--- config.mk ---
export PLATFORM = sky130hd
export DESIGN_NAME = ifetch
export DESIGN_NICKNAME = d
export VERILOG_FILES = /design/src/rtl/ifetch.sv
export SDC_FILE = /design/constraint.sdc
export NUM_CORES = 1
export LEC_CHECK = 0
export CORE_UTILIZATION = 50
export CTS_BUF_LIST = sky130_fd_sc_hd__clkbuf_8
export DETAILED_ROUTE_END_ITERATION = 10
export GPL_TIMING_DRIVEN = 0
export PLACE_DENSITY = 0.76
export SKIP_CTS_REPAIR_TIMING = 1
export SLEW_MARGIN = 20
export SYNTH_ARGS = -nofsm -noshare
export SYNTH_HDL_FRONTEND = slang
export SYNTH_SLANG_ARGS = --single-unit
--- constraint.sdc ---
create_clock -name clk -period 3 [get_ports clk]
set_input_delay 0.75 -clock clk [delete_from_list [all_inputs] [get_ports clk]]
set_output_delay 0.75 -clock clk [all_outputs]
set_load 0.01 [all_outputs]
--- src/rtl/ifetch.sv ---
// Instruction fetch stage: holds the PC, fetches one word per cycle from
// instruction memory, and buffers fetch packets in a 2-entry FIFO towards
// decode. Misaligned or faulting fetches produce a single exception packet
// and park the stage in HALT_EXC until a redirect arrives.
module ifetch #(
    parameter logic [63:0] RESET_PC = 64'h0000_0000_8000_0000
) (
    input  logic        clk,
    input  logic        rst_n,
    // Instruction memory side
    output logic [63:0] pc_addr,
    input  logic [31:0] imem_instr,
    input  logic        imem_exc_en,
    input  logic [3:0]  imem_exc_code,
    input  logic [63:0] imem_exc_val,
    // Redirect from execute / CSR
    input  logic        redirect_en,
    input  logic [63:0] redirect_pc,
    // Decode side
    output logic        out_valid,
    input  logic        out_ready,
    output logic [63:0] out_pc,
    output logic [31:0] out_instr,
    output logic        out_exc_en,
    output logic [3:0]  out_exc_code,
    output logic [63:0] out_exc_val,
    output logic        fetch_stalled
);

    // Canonical NOP (addi x0, x0, 0) placed in exception packets
    localparam logic [31:0] NOP_INSTR     = 32'h0000_0013;
    localparam logic [3:0]  EXC_MISALIGN  = 4'd0;

    typedef enum logic {
        ST_FETCH    = 1'b0,
        ST_HALT_EXC = 1'b1
    } state_e;

    state_e      state_q, state_d;
    logic [63:0] pc_q, pc_d;
    logic [1:0]  count_q, count_d;
    logic        rd_ptr_q, rd_ptr_d;
    logic        wr_ptr_q, wr_ptr_d;

    // FIFO storage, one array per packet field
    logic [63:0] ent_pc_q       [2];
    logic [31:0] ent_instr_q    [2];
    logic        ent_exc_en_q   [2];
    logic [3:0]  ent_exc_code_q [2];
    logic [63:0] ent_exc_val_q  [2];

    // Packet built this cycle from the current PC and memory response
    logic [63:0] pkt_pc;
    logic [31:0] pkt_instr;
    logic        pkt_exc_en;
    logic [3:0]  pkt_exc_code;
    logic [63:0] pkt_exc_val;

    logic        misaligned;
    logic        deq;
    logic        enq;

    assign pc_addr       = pc_q;
    assign out_valid     = (count_q != 2'd0);
    assign fetch_stalled = (state_q == ST_HALT_EXC);

    assign out_pc        = ent_pc_q[rd_ptr_q];
    assign out_instr     = ent_instr_q[rd_ptr_q];
    assign out_exc_en    = ent_exc_en_q[rd_ptr_q];
    assign out_exc_code  = ent_exc_code_q[rd_ptr_q];
    assign out_exc_val   = ent_exc_val_q[rd_ptr_q];

    assign misaligned    = (pc_q[1:0] != 2'b00);
    assign deq           = out_valid && out_ready;

    // Assemble the packet; misalignment is detected locally and takes
    // priority over anything memory reports for the same address
    always_comb begin
        pkt_pc       = pc_q;
        pkt_instr    = imem_instr;
        pkt_exc_en   = 1'b0;
        pkt_exc_code = 4'd0;
        pkt_exc_val  = 64'd0;
        if (misaligned) begin
            pkt_instr    = NOP_INSTR;
            pkt_exc_en   = 1'b1;
            pkt_exc_code = EXC_MISALIGN;
            pkt_exc_val  = pc_q;
        end else if (imem_exc_en) begin
            pkt_instr    = NOP_INSTR;
            pkt_exc_en   = 1'b1;
            pkt_exc_code = imem_exc_code;
            pkt_exc_val  = imem_exc_val;
        end
    end

    // Next-state logic: FSM, PC, FIFO occupancy and pointers; a redirect
    // wins over every other effect in the same cycle
    always_comb begin
        state_d  = state_q;
        pc_d     = pc_q;
        count_d  = count_q;
        rd_ptr_d = rd_ptr_q;
        wr_ptr_d = wr_ptr_q;
        enq      = 1'b0;

        if (redirect_en) begin
            state_d  = ST_FETCH;
            pc_d     = redirect_pc;
            count_d  = 2'd0;
            rd_ptr_d = 1'b0;
            wr_ptr_d = 1'b0;
        end else begin
            unique case (state_q)
                ST_FETCH: begin
                    // A full FIFO still accepts a packet when the head leaves
                    enq = (count_q != 2'd2) || deq;
                    if (enq) begin
                        if (pkt_exc_en) begin
                            state_d = ST_HALT_EXC;
                        end else begin
                            pc_d = pc_q + 64'd4;
                        end
                    end
                end
                ST_HALT_EXC: begin
                    enq = 1'b0;
                end
                default: begin
                    state_d = ST_FETCH;
                end
            endcase

            if (enq) begin
                wr_ptr_d = ~wr_ptr_q;
            end
            if (deq) begin
                rd_ptr_d = ~rd_ptr_q;
            end
            if (enq && !deq) begin
                count_d = count_q + 2'd1;
            end else if (!enq && deq) begin
                count_d = count_q - 2'd1;
            end
        end
    end

    // Control state register: FSM, PC, occupancy and pointers
    always_ff @(posedge clk or negedge rst_n) begin
        if (!rst_n) begin
            state_q  <= ST_FETCH;
            pc_q     <= RESET_PC;
            count_q  <= 2'd0;
            rd_ptr_q <= 1'b0;
            wr_ptr_q <= 1'b0;
        end else begin
            state_q  <= state_d;
            pc_q     <= pc_d;
            count_q  <= count_d;
            rd_ptr_q <= rd_ptr_d;
            wr_ptr_q <= wr_ptr_d;
        end
    end

    // FIFO storage write; cleared on reset so the head reads as zero
    always_ff @(posedge clk or negedge rst_n) begin
        if (!rst_n) begin
            for (int i = 0; i < 2; i++) begin
                ent_pc_q[i]       <= 64'd0;
                ent_instr_q[i]    <= 32'd0;
                ent_exc_en_q[i]   <= 1'b0;
                ent_exc_code_q[i] <= 4'd0;
                ent_exc_val_q[i]  <= 64'd0;
            end
        end else if (enq) begin
            ent_pc_q[wr_ptr_q]       <= pkt_pc;
            ent_instr_q[wr_ptr_q]    <= pkt_instr;
            ent_exc_en_q[wr_ptr_q]   <= pkt_exc_en;
            ent_exc_code_q[wr_ptr_q] <= pkt_exc_code;
            ent_exc_val_q[wr_ptr_q]  <= pkt_exc_val;
        end
    end

endmodule

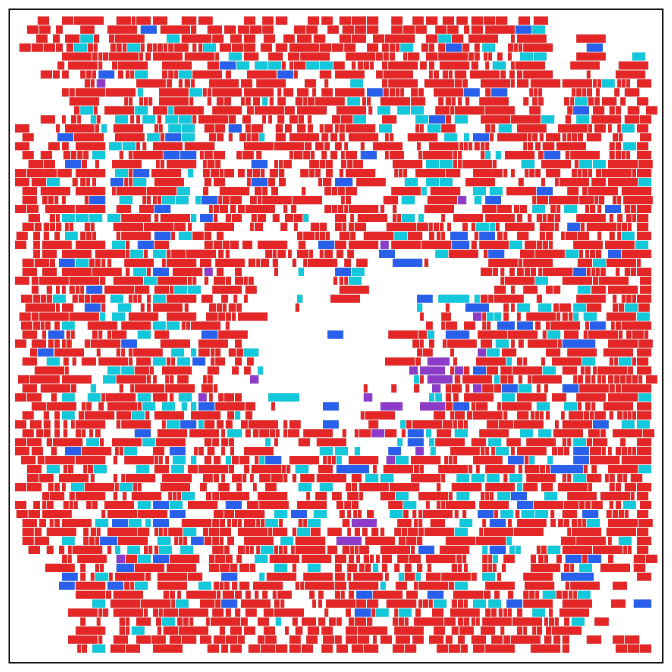
Fig. 1. Sizing map.
Key: _3 and _4 cells = purple [cells 24]; _6 and larger = blue [cells 114]; _2 cells = cyan [cells 301]; _0 and _1 cells = red [cells 2061]
count of non-CTS buffers in the layout: 571
Area Growth Syn to Fin: 35.7%

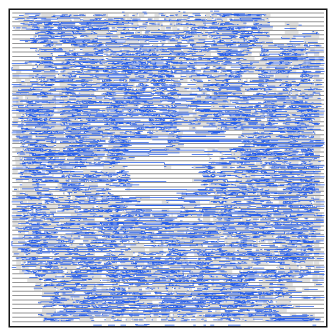
Fig. 2. Signal wires on met1.
Supply wires on this layer in gray.
2423 nets have wire on it. The wires run mostly horizontal. The longest straight run is 86.5 um. The layer holds 39% of the routed length. The layer carries 25.9 mm of wire.

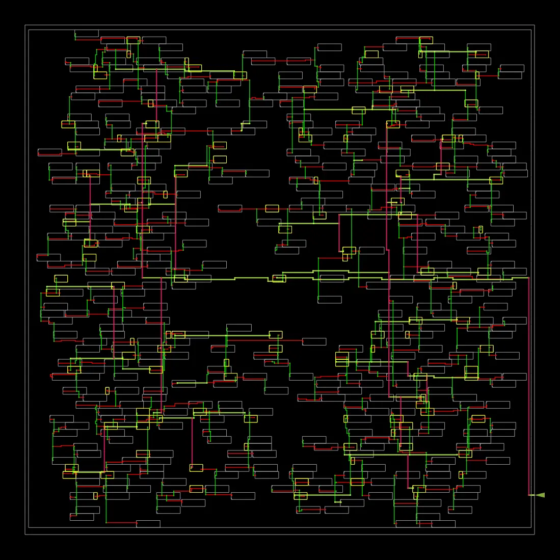
Fig. 3. The clock network.
Worst Clk Skew: 30.5 ps
P_clk: 4850 uW
flop count: 399
clock buffer count from CTS: 67
insertion delay of the later-clocked pin in the worst-skew pair: 620 ps

## registers in the layout (all words and copies together) (netlist names)
name and flops:
count_q 2, pc_addr 64, wr_ptr_q 1, fetch_stalled 1, ent_exc_code_q 8, ent_pc_q 128, ent_exc_en_q 2, ent_instr_q 64
ent_exc_val_q 128, rd_ptr_q 1
## metal layers
layer,wire length [um],up-vias,track usage (%)
met5,86,-,0
met4,3060,14,16.7
met3,5700,179,8.45
met2,31000,845,53.4
met1,25900,8708,42.0
li1,-,7759,-
## worst paths after layout
kind	slack [ps]	endpoint	cells after the start	start
setup / recovery	-60	out_exc_val[45]	4	rd_ptr_q
min in group clk	470	ent_instr_q[61]	2	ent_instr_q[61]
max in group asynchronous	1520	ent_pc_q[46]	3	rst_n
hold reg to reg	470	ent_instr_q[61]	2	ent_instr_q[61]
setup reg to reg	180	pc_addr[62]	7	pc_addr[31]
hold / removal	90	ent_exc_val_q[4]	1	rst_n
## where the power goes
part	switching (uW)	internal [uW]	total (uW)
sequential	860	6750	7610
clock	2220	2640	4850
combinational	2480	2680	5150
## stage by stage
step / TNS [ps] / utilization (%) / instances
3_5_place_dp: -325020 / 63.5 / 2882
5_1_grt: -345 / 69.0 / 3016
4_1_cts: -206310 / 67.1 / 3001
2_1_floorplan: 0 / - / 1967
3_3_place_gp: -6614980 / 63.1 / 2877
6_report: -62.1 / 69.0 / 3017
## critical path: stages (launching register included)
cell and delay, ps:
sky130_fd_sc_hd__dfrtp_2 480, sky130_fd_sc_hd__buf_12 190, sky130_fd_sc_hd__buf_8 170, sky130_fd_sc_hd__mux2_2 360, sky130_fd_sc_hd__clkdlybuf4s50_1 490
==> GITHUB_STEP_SUMMARY <==
### Yosys + OpenROAD results

| Metric | Value |
|---|---|
| Violation count after the first detailed-routing iteration | `1301` |
| Warnings, synthesis | `0` |
| Max Buffers Root-to-Sink | `3` |
| Dominant flop cell | `sky130_fd_sc_hd__dfrtp_1` |
| Slew at the pin closest to its max-slew limit | `1180 ps` |
| Final Max Slew Viols | `0` |
| Leading cell type in the layout, fill and taps excluded | `sky130_fd_sc_hd__dfrtp_1` |
| Most common logic cells in the final layout | `sky130_fd_sc_hd__dfrtp_1, sky130_fd_sc_hd__nand2_1, sky130_fd_sc_hd__clkdlybuf4s50_1` |
| RSZ-0062 raised after global routing | `yes` |
| Initial antenna violation count | `13` |
| Post-Place Setup Slack | `-994 ps` |
| Clock-pin slew on the worst setup and hold paths | `around 60 ps` |
| Instance area after placement | `0.0239 mm2` |
| Max IR drop VDD | `approximately 430 uV` |
| GP Congestion | `0.886` |
| Number of tap cells added at floorplan | `511` |
| Post-synthesis cell count from yosys | `1967` |
| Post-detail-place hpwl | `46.0 mm` |
| Registers, synthesis | `399` |
| Warning total across the stage logs | `33` |
| Area of all placed cells without fillers | `between 0.02 and 0.03 mm2` |
| Worst hold slack after final layout | `approximately 90 ps` |
| Kind of start point of the critical path | `flip-flop` |
| Largest net degree at the start of global routing | `103` |
| Multi-input gate share of total cell area | `32.3%` |
| Length of the first detailed-routing pass in iterations | `6` |
| Slew margin rel. | `between 20% and 30%` |
| Achievable frequency | `around 330 MHz` |
| Power consumption | `around 18000 uW` |
| Arrival time of data at the critical path endpoint | `2310 ps` |
| Maximum capacitance violations | `0` |
| Filler cell count | `2923` |
| Biggest Area Class | `flip-flops and latches` |
| Routed WL | `65.8 mm` |
| Largest fanout on the critical path | `10` |
| Fin crit period | `3060 ps` |
| Footprint of the multi-input gates | `0.00840 mm2` |
| Crit Path Category | `flip-flop to output pin` |
| Largest area contributor in the synthesized netlist | `sky130_fd_sc_hd__dfrtp_1` |
| Cell chosen for the clock root | `sky130_fd_sc_hd__clkbuf_8` |
| Port buffer count | `~400` |
| Endpoints failing setup | `1` |
| Type of the most critical hold path | `input port to async pin` |
| ClkCell Share | `5.17%` |
| EDFF count, synth | `0` |
| Minimum setup slack in the final design | `-62.1 ps` |
| Compound-gate portion of the synthesized area | `8.78%` |
| Mux frac, synth | `14.1%` |
| Post-Synth Simple-Gate Area | `19.2%` |
| Multi-input gate count | `~1400` |
| Main kind of combinational logic by area | `simple AND/OR/NAND/NOR gates` |
| NonClk Buf Share | `21.0%` |
| Distinct lib cells | `46` |
| Area of the die | `0.0391 mm2` |
| Critical path required time | `2250 ps` |
| Antenna diode count | `6` |
| Clk sink count | `399` |
| Fraction of registers with async set or reset after synthesis | `100%` |
| Power density cells | `678 mW/mm2` |
| Synth Cell Area | `between 0.015 and 0.02 mm2` |
| CLK BUF | `89` |
| Global-route wire length before repair | `99.2 mm` |
| Clock tree from TritonCTS | `yes` |
| DR vias/cell | `5.80` |
| FF/Latch Area | `0.00999 mm2` |
| Final nets | `2620` |
| Core Density at Floorplan | `50.8%` |
| Pleak | `approximately 0.013 uW` |
| Most common cell in the synthesized netlist | `sky130_fd_sc_hd__dfrtp_1` |
| Net count after synthesis | `2137` |
| Fraction of post-synthesis cell area in the top cell type by area | `52.0%` |
| Total I/O pin count | `400` |
| Core footprint | `0.0377 mm2` |
| Sequential fraction of the synthesis area | `52.1%` |
| Fraction of the mapped netlist area in adder cells | `0.0653%` |
| CTS H-tree depth | `3` |
| Global-route usage over all layers | `33.3%` |
| Fraction of layout cells with a size suffix above 1 | `17.6%` |
| Endpoint kind of the worst setup timing path | `output pin` |
| Most common library cells after synthesis | `sky130_fd_sc_hd__dfrtp_1, sky130_fd_sc_hd__nand2_1, sky130_fd_sc_hd__mux2_2` |
| DRC Markers | `0` |
| Syn avg cell area | `9.74 um2` |
| Fin crit share | `102%` |
| Outcome | `finished, violations left` |
| Total congestion overflow | `0` |
| Synthesized chip area reported by yosys | `0.0192 mm2` |
| Number of ordinary inverters in the final layout | `37` |
| Final Hold Fails | `0` |
| Number of placement rows | `between 70 and 80` |
| Cell count after synthesis | `1967` |
| Most area-consuming cells after synthesis | `sky130_fd_sc_hd__dfrtp_1, sky130_fd_sc_hd__mux2_2, sky130_fd_sc_hd__nand2_1` |
| Average detailed-routed wire length per instance | `21.8 um` |
| Horizontal die dimension | `198 um` |
| Vias in the first global route | `17600` |
| Violated checks | `setup timing` |
| Antenna Nets Post-Route | `0` |
| Number of vias after detailed routing | `17500` |
Power and IR drop assume default switching activity.
